`config.mk`:
```
export PLATFORM = sky130hd
export DESIGN_NAME = max_search_ctrl
export DESIGN_NICKNAME = d
export VERILOG_FILES = /design/src/rtl/stage1_pkg.sv /design/src/rtl/max2_with_index.sv /design/src/rtl/max_search_ctrl.sv
export SDC_FILE = /design/constraint.sdc
export NUM_CORES = 1
export LEC_CHECK = 0
export ABC_AREA = 1
export CAP_MARGIN = 20
export CORE_MARGIN = 4
export CORE_UTILIZATION = 35
export CTS_CLUSTER_DIAMETER = 40
export DETAILED_ROUTE_END_ITERATION = 8
export GPL_TIMING_DRIVEN = 0
export PLACE_DENSITY_LB_ADDON = 0.05
export SLEW_MARGIN = 20
export SYNTH_ARGS = -nofsm -noshare
export SYNTH_HDL_FRONTEND = slang
export SYNTH_HIERARCHICAL = 1
export SYNTH_SLANG_ARGS = --single-unit
```
`constraint.sdc`:
```
create_clock -name i_clk -period 3.1 [get_ports i_clk]
set_clock_uncertainty 0.2 [all_clocks]
set_input_delay 0.62 -clock i_clk [delete_from_list [all_inputs] [get_ports i_clk]]
set_output_delay 0.62 -clock i_clk [all_outputs]
set_load 0.05 [all_outputs]
```
`src/rtl/stage1_pkg.sv`:
```
`default_nettype none
// ============================================================================
// stage1_pkg : shared types for the Stage1 max-search controller
// Revision   : 1.0
// ============================================================================
package stage1_pkg;

  localparam int IDX_W = 4;
  localparam int CNT_W = 5;
  // Candidate value width used throughout the Stage1 datapath
  localparam int VAL_W = 2;

  typedef enum logic [1:0] {
    IDLE  = 2'd0,
    ACCUM = 2'd1,
    DONE  = 2'd2
  } max_state_e;

  typedef struct packed {
    logic [VAL_W-1:0] value;
    logic [IDX_W-1:0] idx;
    logic             align;
  } max_acc_t;

endpackage
`default_nettype wire

```
`src/rtl/max2_with_index.sv`:
```
`default_nettype none
// ============================================================================
// max2_with_index : two-way max with alignment tie-break, A kept on full tie
// Revision        : 1.0
// ============================================================================
module max2_with_index #(
  parameter int WIDTH = 2,
  parameter int IDX_W = 4
) (
  input  logic [WIDTH-1:0] i_a_value,
  input  logic [IDX_W-1:0] i_a_idx,
  input  logic             i_a_align,
  input  logic [WIDTH-1:0] i_b_value,
  input  logic [IDX_W-1:0] i_b_idx,
  input  logic             i_b_align,
  output logic [WIDTH-1:0] o_y_value,
  output logic [IDX_W-1:0] o_y_idx,
  output logic             o_y_align
);

  logic w_b_wins;

  assign w_b_wins = (i_b_value > i_a_value) ||
                    ((i_b_value == i_a_value) && i_b_align && !i_a_align);

  assign o_y_value = w_b_wins ? i_b_value : i_a_value;
  assign o_y_idx   = w_b_wins ? i_b_idx   : i_a_idx;
  assign o_y_align = w_b_wins ? i_b_align : i_a_align;

endmodule
`default_nettype wire

```
`src/rtl/max_search_ctrl.sv`:
```
`default_nettype none
// ============================================================================
// max_search_ctrl : streams a block of candidates through one shared max2
//                   comparator and emits the winning value/index per block
// Revision        : 1.0
// ============================================================================
module max_search_ctrl
  import stage1_pkg::*;
#(
  parameter int WIDTH    = VAL_W,
  parameter int NUM_CAND = 16
) (
  input  logic             i_clk,
  input  logic             i_rst_n,
  input  logic             i_cand_valid,
  output logic             o_cand_ready,
  input  logic [WIDTH-1:0] i_cand_value,
  input  logic             i_cand_align,
  input  logic             i_cand_last,
  output logic             o_res_valid,
  input  logic             i_res_ready,
  output logic [WIDTH-1:0] o_res_value,
  output logic [IDX_W-1:0] o_res_idx,
  output logic             o_res_align,
  output logic [CNT_W-1:0] o_res_count,
  output logic             o_busy
);

  localparam logic [CNT_W-1:0] C_LAST_POS = CNT_W'(NUM_CAND - 1);

  generate
    if (WIDTH != VAL_W || NUM_CAND < 1 || NUM_CAND > 16) begin : g_param_check
      $error("max_search_ctrl: unsupported WIDTH/NUM_CAND");
    end
  endgenerate

  max_state_e       state_q, state_d;
  max_acc_t         acc_q, acc_d;
  logic [CNT_W-1:0] cnt_q, cnt_d;

  logic             accept;
  logic             res_hs;
  logic             beat_final;
  logic [CNT_W-1:0] beat_pos;
  logic [WIDTH-1:0] cmp_value;
  logic [IDX_W-1:0] cmp_idx;
  logic             cmp_align;

  max2_with_index #(
    .WIDTH (WIDTH),
    .IDX_W (IDX_W)
  ) u_cmp (
    .i_a_value (acc_q.value),
    .i_a_idx   (acc_q.idx),
    .i_a_align (acc_q.align),
    .i_b_value (i_cand_value),
    .i_b_idx   (cnt_q[IDX_W-1:0]),
    .i_b_align (i_cand_align),
    .o_y_value (cmp_value),
    .o_y_idx   (cmp_idx),
    .o_y_align (cmp_align)
  );

  assign o_cand_ready = (state_q != DONE);
  assign o_res_valid  = (state_q == DONE);
  assign o_busy       = (state_q != IDLE);
  assign accept       = i_cand_valid && o_cand_ready;
  assign res_hs       = o_res_valid && i_res_ready;

  // In IDLE the counter still holds the previous block's count, so the
  // incoming beat's position is taken as 0 for the forced-end test.
  assign beat_pos   = (state_q == IDLE) ? '0 : cnt_q;
  assign beat_final = i_cand_last || (beat_pos == C_LAST_POS);

  assign o_res_value = acc_q.value;
  assign o_res_idx   = acc_q.idx;
  assign o_res_align = acc_q.align;
  assign o_res_count = cnt_q;

  always_comb begin
    state_d = state_q;
    acc_d   = acc_q;
    cnt_d   = cnt_q;
    case (state_q)
      IDLE: begin
        if (accept) begin
          acc_d.value = i_cand_value;
          acc_d.idx   = '0;
          acc_d.align = i_cand_align;
          cnt_d       = CNT_W'(1);
          state_d     = beat_final ? DONE : ACCUM;
        end
      end
      ACCUM: begin
        if (accept) begin
          acc_d.value = cmp_value;
          acc_d.idx   = cmp_idx;
          acc_d.align = cmp_align;
          cnt_d       = cnt_q + CNT_W'(1);
          if (beat_final) state_d = DONE;
        end
      end
      DONE: begin
        if (res_hs) state_d = IDLE;
      end
      default: state_d = IDLE;
    endcase
  end

  always_ff @(posedge i_clk or negedge i_rst_n) begin
    if (!i_rst_n) begin
      state_q <= IDLE;
      acc_q   <= '0;
      cnt_q   <= '0;
    end else begin
      state_q <= state_d;
      acc_q   <= acc_d;
      cnt_q   <= cnt_d;
    end
  end

endmodule
`default_nettype wire

```
Power grid:
Bar = 20 um. Pins as bars on the die edge.
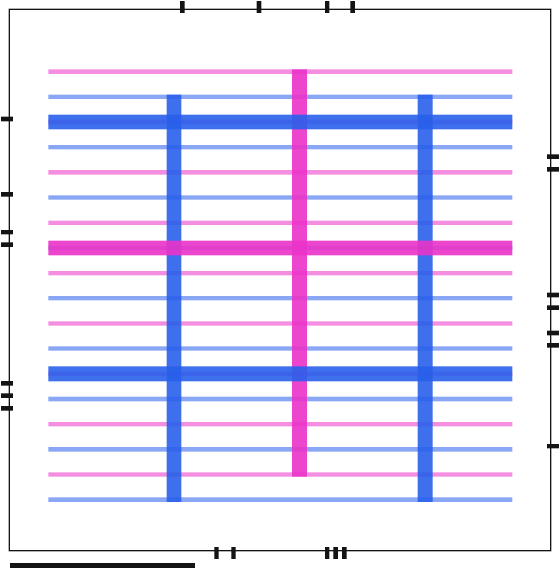
net	colour
VDD	magenta
VSS	blue
signal pins	23
met1 rails	18
rows	17
met4 straps	3
met5 straps	3

Placed cells, one colour a class:
Bar = 20 um.
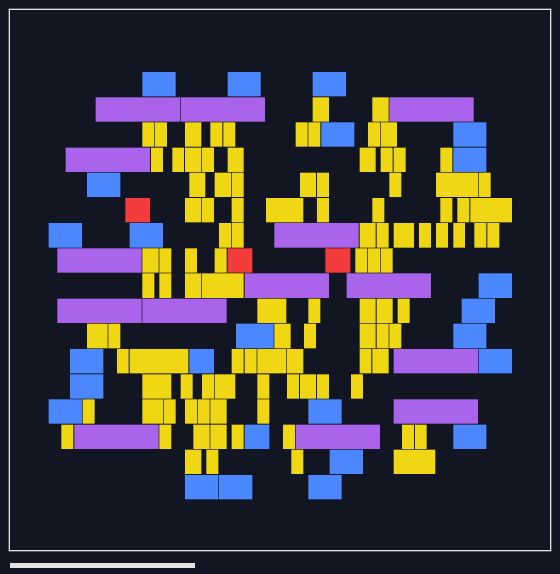
class	colour	cells	share of their area
remaining buffers and delay cells	blue	25	22%
combinational and other logic	yellow	106	45%
clock drivers	red	3	2.0%
sequential cells	purple	14	31%

Routed clock nets over the placement:
Bar = 20 um.
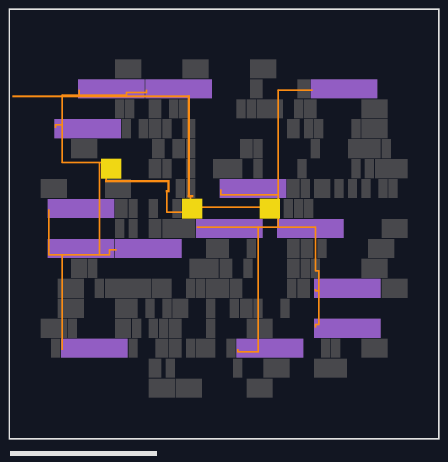
[flip-flops] purple | count: 14
[clock drivers] yellow | count: 3
[clock wires] orange | length: 221 um
routed clock nets	4

Signal wires by layer:
Only two layers are drawn.
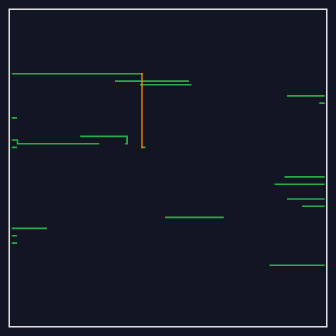
layer	colour	wire length
metal 4	orange	13.6 um
metal 3	green	137 um

Cell placement:
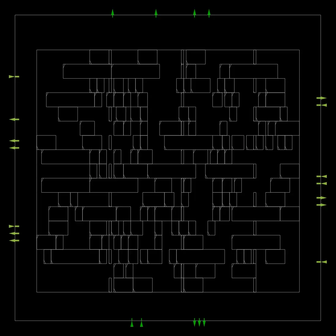
count of fill cells added during filler insertion: 234
Core Rows: 17

## final timing paths
path,end,slack [ps],startpoint
worst max-delay path,o_cand_ready,520,state_q[1]$_DFFE_PN0P_
worst min-delay path,o_res_idx[0]$_DFFE_PN0P_,310,o_res_idx[0]$_DFFE_PN0P_
worst max register to register,o_res_align$_DFFE_PN0P_,1280,o_res_value[1]$_DFFE_PN0P_
worst min register to register,o_res_idx[0]$_DFFE_PN0P_,310,o_res_idx[0]$_DFFE_PN0P_
max in group asynchronous,o_res_count[1]$_DFFE_PN0P_,1730,i_rst_n
min in group asynchronous,o_res_count[2]$_DFFE_PN0P_,540,i_rst_n
## report_power, final
part	switching (mW)	internal [mW]	total [mW]
combinational	0.471	0.231	0.701
sequential	0.0623	0.237	0.300
clock	0.0580	0.0450	0.103
## critical path, delay by kind of cell (launching register included)
| family | cells | cell delay (ps) |
|---|---|---|
| flip-flops | 1 | 430 |
| AND/OR/NAND/NOR | 1 | 50 |
| buffers and inverters | 3 | 1010 |
## layer usage
metal | wire [um] | share of wire | track usage | vias up
met5 | 0 | 0 | 0 | -
met4 | 13 | 0.0065 | 0.03311 | 0
met3 | 136 | 0.068 | 0.05263 | 2
met2 | 926 | 0.46 | 0.2233 | 22
met1 | 932 | 0.46 | 0.1814 | 387
li1 | - | - | - | 447
## synthesized netlist by cell type
cell type,instances
sky130_fd_sc_hd__a21oi_1,1
sky130_fd_sc_hd__a2bb2oi_1,1
sky130_fd_sc_hd__buf_4,2
sky130_fd_sc_hd__buf_6,1
sky130_fd_sc_hd__dfrtp_1,14
sky130_fd_sc_hd__ha_1,3
sky130_fd_sc_hd__inv_1,12
sky130_fd_sc_hd__inv_2,1
sky130_fd_sc_hd__nand2_1,48
sky130_fd_sc_hd__nand2_2,1
sky130_fd_sc_hd__nand2_4,1
sky130_fd_sc_hd__nand3_1,21
sky130_fd_sc_hd__nand3_4,1
sky130_fd_sc_hd__nor2_1,7
sky130_fd_sc_hd__nor2_2,2
sky130_fd_sc_hd__nor3_1,1
sky130_fd_sc_hd__nor3b_2,1
sky130_fd_sc_hd__o2111ai_1,1
sky130_fd_sc_hd__o21ai_0,2
sky130_fd_sc_hd__o21ai_2,1
sky130_fd_sc_hd__or2_0,1
## logic make-up (layout without fill, tap and decap cells)
| group | after synthesis | after routing | synth area share |
|---|---|---|---|
| buffers and inverters | 16 | 41 | 0.08461 |
| AND-OR/OR-AND | 6 | 6 | 0.04654 |
| flip-flops | 14 | 14 | 0.3949 |
| adder cells (fa/ha/maj) | 3 | 3 | 0.04232 |
| AND/OR/NAND/NOR | 84 | 84 | 0.4316 |
## final cells by class
class | count | area (um2)
well taps | 28 | 35.03
plain buffers | 3 | 26.28
inverters | 13 | 48.80
fillers | 234 | 1154
repair buffers | 22 | 220.2
flip-flops and latches | 14 | 350.3
clock buffers | 3 | 22.52
multi-input cells | 93 | 461.7
## metrics by stage
step           power (mW)    util  hold slack (ps)
5_1_grt             1.208  0.5024            344.8
3_5_place_dp        1.013  0.4927            296.1
2_1_floorplan      0.8029       -            124.4
3_3_place_gp        1.009  0.4927            294.9
6_report            1.104  0.5024            311.4
4_1_cts             1.120  0.5024            316.8
==> flow_metrics.rpt <==
PHYSICAL IMPLEMENTATION REPORT
----------------------------------------------------
[Outcome]
  Run status ........................ completed

[Synthesis]
  Synth Seq Share ........................ 0.3949
  Most area-hungry cell type in the Yosys netlist ........................ sky130_fd_sc_hd__dfrtp_1
  Warnings from Yosys ........................ 6
  Flops & latches, synth ........................ 14
  Fraction of post-synthesis cell area in the top cell type by area ........................ 0.3949
  Unique masters post-synth ........................ 21
  Chip area line of the yosys report ........................ 887.1 um2

[Place]
  Detailed-placement wirelength estimate ........................ 1.541 mm

[Floorplanning]
  Initial core utilization ........................ 0.3826

[Critical path]
  Arrival time worst endpoint ........................ 1760 ps
  Critical path, cell by cell ........................ inv_1, nor2_2, inv_1, clkdlybuf4s50_1
  Maximum single-stage delay on the critical path ........................ 800 ps

[Detailed routing]
  Length of the first detailed-routing pass in iterations ........................ 4
  DR vias ........................ 858
  Detailed router's first-iteration violation count ........................ 10
  Vias per Instance ........................ 4.875

[Global routing]
  Global-route wire length before repair ........................ 3.670 mm

[Run]
  OpenROAD warning count ........................ 26

[Layout]
  Leading cell type in the layout, fill and taps excluded ........................ sky130_fd_sc_hd__nand2_1
  Number of nets in the layout ........................ 161

[STA]
  Slack of the critical path ........................ 520.3 ps
  Cycle use final ........................ 0.8322

[Hold path]
  Hold path depth ........................ 2

----------------------------------------------------
No activity file was given, so power comes from the tool's default toggle rates.
